[config.mk]
export PLATFORM = sky130hd
export DESIGN_NAME = coax_tx_feeder_flat
export DESIGN_NICKNAME = d
export VERILOG_FILES = /design/src/rtl/coax_tx_feeder_if.sv /design/src/rtl/coax_tx_feeder.sv /design/src/flat_wrapper.sv
export SDC_FILE = /design/constraint.sdc
export NUM_CORES = 1
export LEC_CHECK = 0
export CORE_MARGIN = 1
export CORE_UTILIZATION = 64
export DETAILED_ROUTE_END_ITERATION = 10
export HOLD_SLACK_MARGIN = 0.12
export PLACE_DENSITY_LB_ADDON = 0.2
export SLEW_MARGIN = 10
export SYNTH_ARGS = -nofsm -noshare
export SYNTH_HDL_FRONTEND = slang
export SYNTH_SLANG_ARGS = --single-unit
[constraint.sdc]
create_clock -name clk -period 3.2 [get_ports clk]
set_input_delay 0.64 -clock clk [delete_from_list [all_inputs] [get_ports clk]]
set_output_delay 0.64 -clock clk [all_outputs]
set_load 0.1 [all_outputs]
[src/rtl/coax_tx_feeder_if.sv]
// Coax transmit feeder bus: write port, FIFO status and
// transmitter load handshake grouped for the feeder block.
interface coax_tx_feeder_if #(
  parameter int DEPTH = 16
);
  localparam int CW = $clog2(DEPTH) + 1;

  logic [9:0]    wr_data;
  logic          wr_en;
  logic          fifo_full;
  logic          fifo_empty;
  logic [CW-1:0] fifo_count;
  logic          overflow;
  logic          clear_overflow;
  logic [9:0]    tx_data;
  logic          tx_load;
  logic          tx_full;
  logic          tx_active;
  logic          busy;

  modport master (
    output wr_data, wr_en, clear_overflow,
    output tx_full, tx_active,
    input  fifo_full, fifo_empty, fifo_count,
    input  overflow, tx_data, tx_load, busy
  );

  modport slave (
    input  wr_data, wr_en, clear_overflow,
    input  tx_full, tx_active,
    output fifo_full, fifo_empty, fifo_count,
    output overflow, tx_data, tx_load, busy
  );
endinterface

[src/rtl/coax_tx_feeder.sv]
// Coax transmit feeder: circular word FIFO feeding a
// 4-cycle load sequencer for the downstream transmitter.
module coax_tx_feeder #(
  parameter int DEPTH = 16
) (
  input logic              clk,
  input logic              reset,
  coax_tx_feeder_if.slave  bus
);
  localparam int AW = $clog2(DEPTH);
  localparam int CW = AW + 1;

  typedef enum logic [1:0] {
    IDLE,
    LOAD,
    STROBE,
    SETTLE
  } state_t;

  state_t        r_state;
  state_t        w_next;
  logic [9:0]    r_mem [DEPTH];
  logic [AW-1:0] r_wptr;
  logic [AW-1:0] r_rptr;
  logic [CW-1:0] r_count;
  logic [CW-1:0] w_count_nx;
  logic          r_full;
  logic          r_empty;
  logic          r_ovf;
  logic          r_load;
  logic [9:0]    r_data;
  logic          w_wr;
  logic          w_pop;

  // A full FIFO drops the write even if a pop frees a slot
  assign w_wr = bus.wr_en && !r_full;

  always_comb begin
    w_next = r_state;
    w_pop  = 1'b0;
    unique case (r_state)
      IDLE: begin
        if (!r_empty && !bus.tx_full) begin
          w_pop  = 1'b1;
          w_next = LOAD;
        end
      end
      LOAD:    w_next = STROBE;
      STROBE:  w_next = SETTLE;
      SETTLE:  w_next = IDLE;
      default: w_next = IDLE;
    endcase
  end

  always_comb begin
    w_count_nx = r_count;
    if (w_wr && !w_pop) begin
      w_count_nx = r_count + CW'(1);
    end else if (!w_wr && w_pop) begin
      w_count_nx = r_count - CW'(1);
    end
  end

  always_ff @(posedge clk) begin
    if (reset) begin
      r_state <= IDLE;
    end else begin
      r_state <= w_next;
    end
  end

  always_ff @(posedge clk) begin
    if (w_wr && !reset) begin
      r_mem[r_wptr] <= bus.wr_data;
    end
  end

  always_ff @(posedge clk) begin
    if (reset) begin
      r_wptr  <= '0;
      r_rptr  <= '0;
      r_count <= '0;
      r_full  <= 1'b0;
      r_empty <= 1'b1;
      r_ovf   <= 1'b0;
      r_load  <= 1'b0;
      r_data  <= '0;
    end else begin
      if (w_wr) begin
        r_wptr <= r_wptr + AW'(1);
      end
      if (w_pop) begin
        r_rptr <= r_rptr + AW'(1);
        r_data <= r_mem[r_rptr];
      end
      r_count <= w_count_nx;
      r_full  <= (w_count_nx == CW'(DEPTH));
      r_empty <= (w_count_nx == '0);
      r_load  <= w_pop;
      if (bus.wr_en && r_full) begin
        r_ovf <= 1'b1;
      end else if (bus.clear_overflow) begin
        r_ovf <= 1'b0;
      end
    end
  end

  assign bus.fifo_count = r_count;
  assign bus.fifo_full  = r_full;
  assign bus.fifo_empty = r_empty;
  assign bus.overflow   = r_ovf;
  assign bus.tx_load    = r_load;
  assign bus.tx_data    = r_data;
  assign bus.busy       = !r_empty || (r_state != IDLE)
                          || bus.tx_active;
endmodule

[src/flat_wrapper.sv]
// flat-port wrapper written by rule: the top's interface ports become plain ports
module coax_tx_feeder_flat 
#(
  parameter int DEPTH = 16
)
  (clk, reset, bus_wr_data, bus_wr_en, bus_clear_overflow, bus_tx_full, bus_tx_active, bus_fifo_full, bus_fifo_empty, bus_fifo_count, bus_overflow, bus_tx_data, bus_tx_load, bus_busy);
  coax_tx_feeder_if #(.DEPTH(DEPTH)) bus_i ();
  input logic clk;
  input logic reset;
  input wire logic [$bits(bus_i.wr_data)-1:0] bus_wr_data;
  input wire logic [$bits(bus_i.wr_en)-1:0] bus_wr_en;
  input wire logic [$bits(bus_i.clear_overflow)-1:0] bus_clear_overflow;
  input wire logic [$bits(bus_i.tx_full)-1:0] bus_tx_full;
  input wire logic [$bits(bus_i.tx_active)-1:0] bus_tx_active;
  output wire logic [$bits(bus_i.fifo_full)-1:0] bus_fifo_full;
  output wire logic [$bits(bus_i.fifo_empty)-1:0] bus_fifo_empty;
  output wire logic [$bits(bus_i.fifo_count)-1:0] bus_fifo_count;
  output wire logic [$bits(bus_i.overflow)-1:0] bus_overflow;
  output wire logic [$bits(bus_i.tx_data)-1:0] bus_tx_data;
  output wire logic [$bits(bus_i.tx_load)-1:0] bus_tx_load;
  output wire logic [$bits(bus_i.busy)-1:0] bus_busy;
  assign bus_i.wr_data = bus_wr_data;
  assign bus_i.wr_en = bus_wr_en;
  assign bus_i.clear_overflow = bus_clear_overflow;
  assign bus_i.tx_full = bus_tx_full;
  assign bus_i.tx_active = bus_tx_active;
  assign bus_fifo_full = bus_i.fifo_full;
  assign bus_fifo_empty = bus_i.fifo_empty;
  assign bus_fifo_count = bus_i.fifo_count;
  assign bus_overflow = bus_i.overflow;
  assign bus_tx_data = bus_i.tx_data;
  assign bus_tx_load = bus_i.tx_load;
  assign bus_busy = bus_i.busy;
  coax_tx_feeder #(.DEPTH(DEPTH)) u_core (.clk(clk), .reset(reset), .bus(bus_i));
endmodule
==> job_summary.md <==
## PnR job results

| Metric | Value |
|---|---|
| Outcome | `finished, final reports clean` |
| Leakage | `2.811 nW` |
| Met3 Use GR | `under 10%` |
| Synth flops | `roughly 190` |
| Hpwl dp | `between 9 and 10 mm` |
| Vias per inst | `6.522` |
| Fin Setup TNS | `0 ps` |
| Tool warning count | `31` |
| Highest clock rate | `453.0 MHz` |
| Top sig layer | `met4` |
| Grt peak-use layer | `met2` |
| Minimum clock period | `2207 ps` |
| Area leader share | `about 65%` |
| Chip Area, Yosys | `7443 µm²` |
| Post-Synthesis Cells | `about 420` |
| Commonest flop | `edfxtp_1` |
| Largest net degree at the start of global routing | `about 44` |
| Total Routing Usage GR | `~28%` |
| Chip area | `12,070 µm²` |
| Crit path required time | `3510 ps` |
| XORs/XNORs by Area | `under 10%` |
| Hold Path Class | `reg2reg` |
| Max-slew violations | `0` |
| Crit end category | `register` |
| WL met3 | `between 1 and 1.5 mm` |
| Most used cell along the critical path | `a21oi_1` |
| Worst EP arrival | `2520 ps` |
| Post-synthesis simple-gate area fraction | `under 10%` |
| ANT cells | `0` |
| FP Rows | `39` |
| DR WL met2 | `7.718 mm` |
| Hold path depth | `2` |
| Post-CTS Resized | `0` |
| Num ports | `36` |
| Hold endpoint | `u_core.bus.overflow` |
| Initial DRT Pass Iterations | `5` |
| Max Cap Viol | `0` |
| Ys cells | `roughly 420` |
| Synth cell count leaders | `160 x edfxtp_1, 45 x nor2_1, 40 x mux4_2` |
| Die Ht | `approximately 110 µm` |
| Crit path cell chain | `buf_4 > mux4_2 > a22oi_1 > a21oi_1 > a21oi_1 > nor2_1` |
| Worst flop-to-flop path startpoint | `u_core.r_rptr[1]` |
| Input/output buffers | `35` |
| Iteration-0 DRC Markers | `610` |
| CTS sink cnt | `between 150 and 200` |
| CP Class | `reg2reg` |
| DRC viols | `0` |
| Worst rel slew slack | `a little over two fifths` |
| End point of the critical path | `u_core.bus.tx_data[9]` |
| Startpoint Class | `register` |
| Critical-path maximum fanout | `22` |
| Critical R2R Capture | `u_core.bus.tx_data[9]` |
| Die width | `109.8 µm` |
| CP Launch Point | `u_core.r_rptr[1]` |
| # Post-CTS Setup Buffers | `0` |
| Init Core Util | `65.47%` |
| R2R depth | `6` |
| # hold bufs at CTS | `0` |
| Skew final | `roughly 8.0 ps` |
| Synthesized area | `7443 µm²` |
| CTS buffer count | `17` |
| Largest combinational cell category by area | `multiplexers` |
| Avg Cell Area, Syn | `between 15 and 20 µm²` |
| Syn_nets | `between 400 and 500` |
| Yosys warnings | `0` |
| FF+latch area | `~5400 µm²` |
| Number of global-route vias before repair | `3,854` |
| Slowest Stage Delay on Critical Path | `about 720 ps` |
| Leading area contributor after synthesis | `edfxtp_1` |
| Final hold violation count | `0` |
| Global Route met2 Usage | `around 43%` |
| RSZ-0062 raised after global routing | `false` |
| Final ANT Viol Nets | `0` |
| R2R Setup Slk | `roughly 1000 ps` |
| CTS H-tree lvls | `4` |
| Final Util | `75.61%` |
| Flip-flops with a built-in enable | `160` |
| Top-count cell post-synth | `edfxtp_1` |
| First-pass GRT wire length | `between 20 and 25 mm` |
| Highest-count logic cell in the final layout | `edfxtp_1` |
| Root Buffer | `clkbuf_16` |
| Clock transition at path regs | `about 60 ps` |
| Fill count | `641` |
| Post-synth seq share | `between 70 and 80%` |
| Critical path's slowest cell | `dfxtp_2` |
| MUX share of area | `roughly an eighth` |
| Met1 wire length | `roughly 6.3 mm` |
| Power Dens Cells | `roughly 730 nW/µm²` |
| Gr ovfl total | `0` |
| Worst slew pin tran | `872.8 ps` |
| Top cells by area | `edfxtp_1 65%, mux4_2 12%, dfxtp_1 7.8%, nor2_1 2.3%, a22oi_1 2.0%` |
| Initial antenna violation count | `0` |
| Most frequent cells in the layout | `160 x edfxtp_1, 45 x nor2_1, 40 x mux4_2, 40 x buf_4, 27 x dfxtp_1` |
| Area Overhead vs Synth | `15.50%` |
[worst max-delay path: cells and delay by family (launching register included)]
family | cells | cell delay [ps]
flops | 1 | 720
compound gates | 3 | 470
buf+inv | 1 | 430
mux | 1 | 400
simple gates | 1 | 50
[metrics by stage]
stage               hold slack [ps]  area (µm²)  std cells  power [W]  worst slack [ps]
finish                        472.5        8597        628   0.006298             992.5
global route                  518.7        8597        628   0.006489             897.8
floorplan                     481.7        7443        418   0.003858             460.1
detailed placement            474.6        7975        596   0.004143             647.3
global placement              458.6        7975        596   0.004101             723.2
CTS                           483.5        8597        628   0.006325              1004
[sequential cells by signal, summed over array words and instances (netlist names)]
register               flops
u_core.r_rptr              4
u_core.bus.fifo_count      5
u_core.bus.overflow        1
u_core.bus.tx_load         1
u_core.r_state             2
u_core.r_mem             160
u_core.r_wptr              4
u_core.bus.fifo_empty      1
u_core.bus.tx_data        10
u_core.bus.fifo_full       1
[area by class of cell]
cell class,count,area share (%)
Timing Repair Buffer,56,5.472
Inverter,7,0.3056
Tap cell,143,2.081
Clock inverter,14,2.241
Multi-Input combinational cell,201,22.24
Sequential cell,189,62.67
Clock buffer,18,4.992
[cell families (layout without fill, tap and decap cells)]
| kind of cell | after synthesis | count (layout) |
|---|---|---|
| muxes | 41 | 41 |
| and+or+nand+nor | 87 | 87 |
| adders and majority gates | 9 | 9 |
| buffers and inverters | 28 | 95 |
| xor gates and xnor gates | 8 | 8 |
| AOI/OAI and AO/OA | 56 | 56 |
| DFF | 189 | 189 |
[power breakdown]
part           internal (W)  total, W  switching, W  leakage, nW
combinational      0.000446   0.00126      0.000814        0.836
sequential          0.00275   0.00284     0.0000868         1.68
clock               0.00131   0.00220      0.000893        0.296
total               0.00450   0.00630       0.00179         2.81
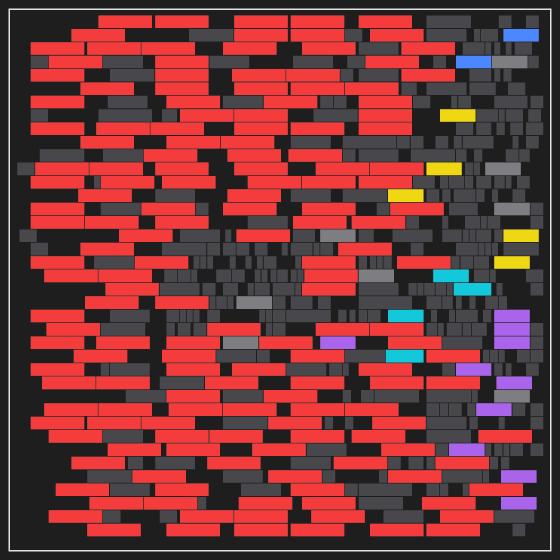
Figure 1: where the registers sit.
Other sequential cells in the stronger gray, the rest of the logic in the fainter gray.
Key: red = u_core.r_mem [flops 160]; purple = u_core.bus.tx_data [flops 10]; cyan = u_core.r_rptr [flops 4, where middle right]; yellow = u_core.bus.fifo_count [flops 5]; blue = u_core.r_state [flops 2]

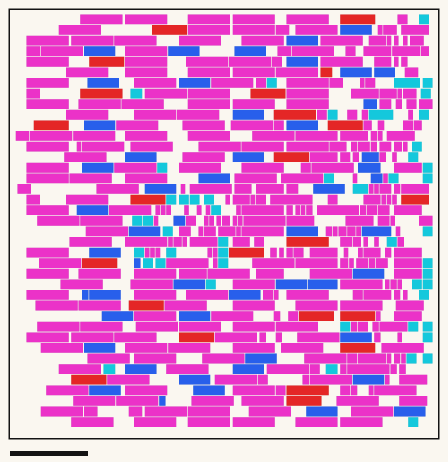
Figure 2: cell sizes after repair.
Bar = 20 µm.
Key: magenta = drive 1 or less [cells 362, share 75%]; cyan = drive 3 to 4 [cells 49, share 10%]; red = drive 6 and up [cells 23, share 4.7%]; blue = drive 2 [cells 51, share 11%]

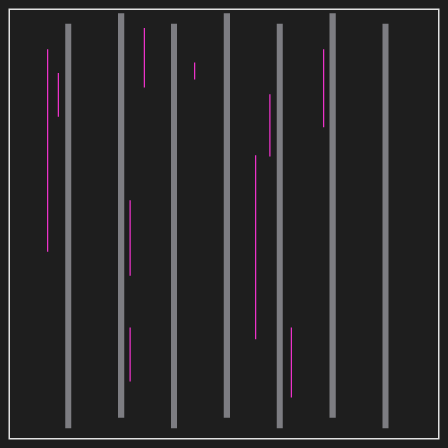
Figure 3: met4 routing.
Supply wires on this layer in gray.
3 nets have wire on it. The longest straight run is 51.7 µm. The layer carries 214 µm of wire.
total number of vias: 4,096
WL final: 15.33 mm

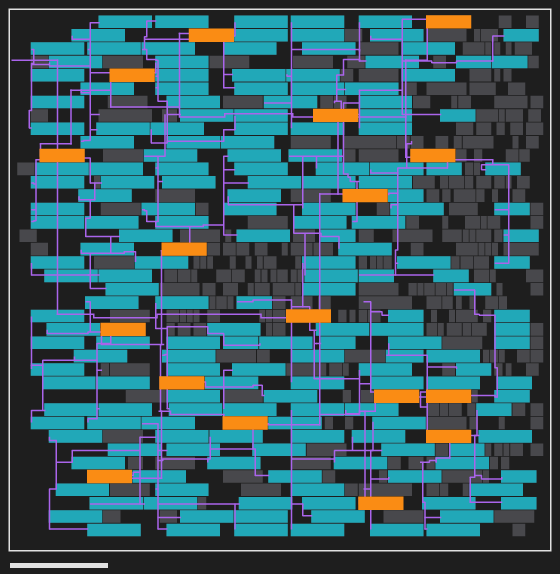
Figure 4: clock wires, drivers and flops.
Bar = 20 µm.
Key: orange = cells driving clock nets [count 17]; cyan = flip-flops [count 189]; purple = clock wires [length 1,900 µm]
There are 18 routed clock nets.

Power is estimated from default activity; no workload was simulated.
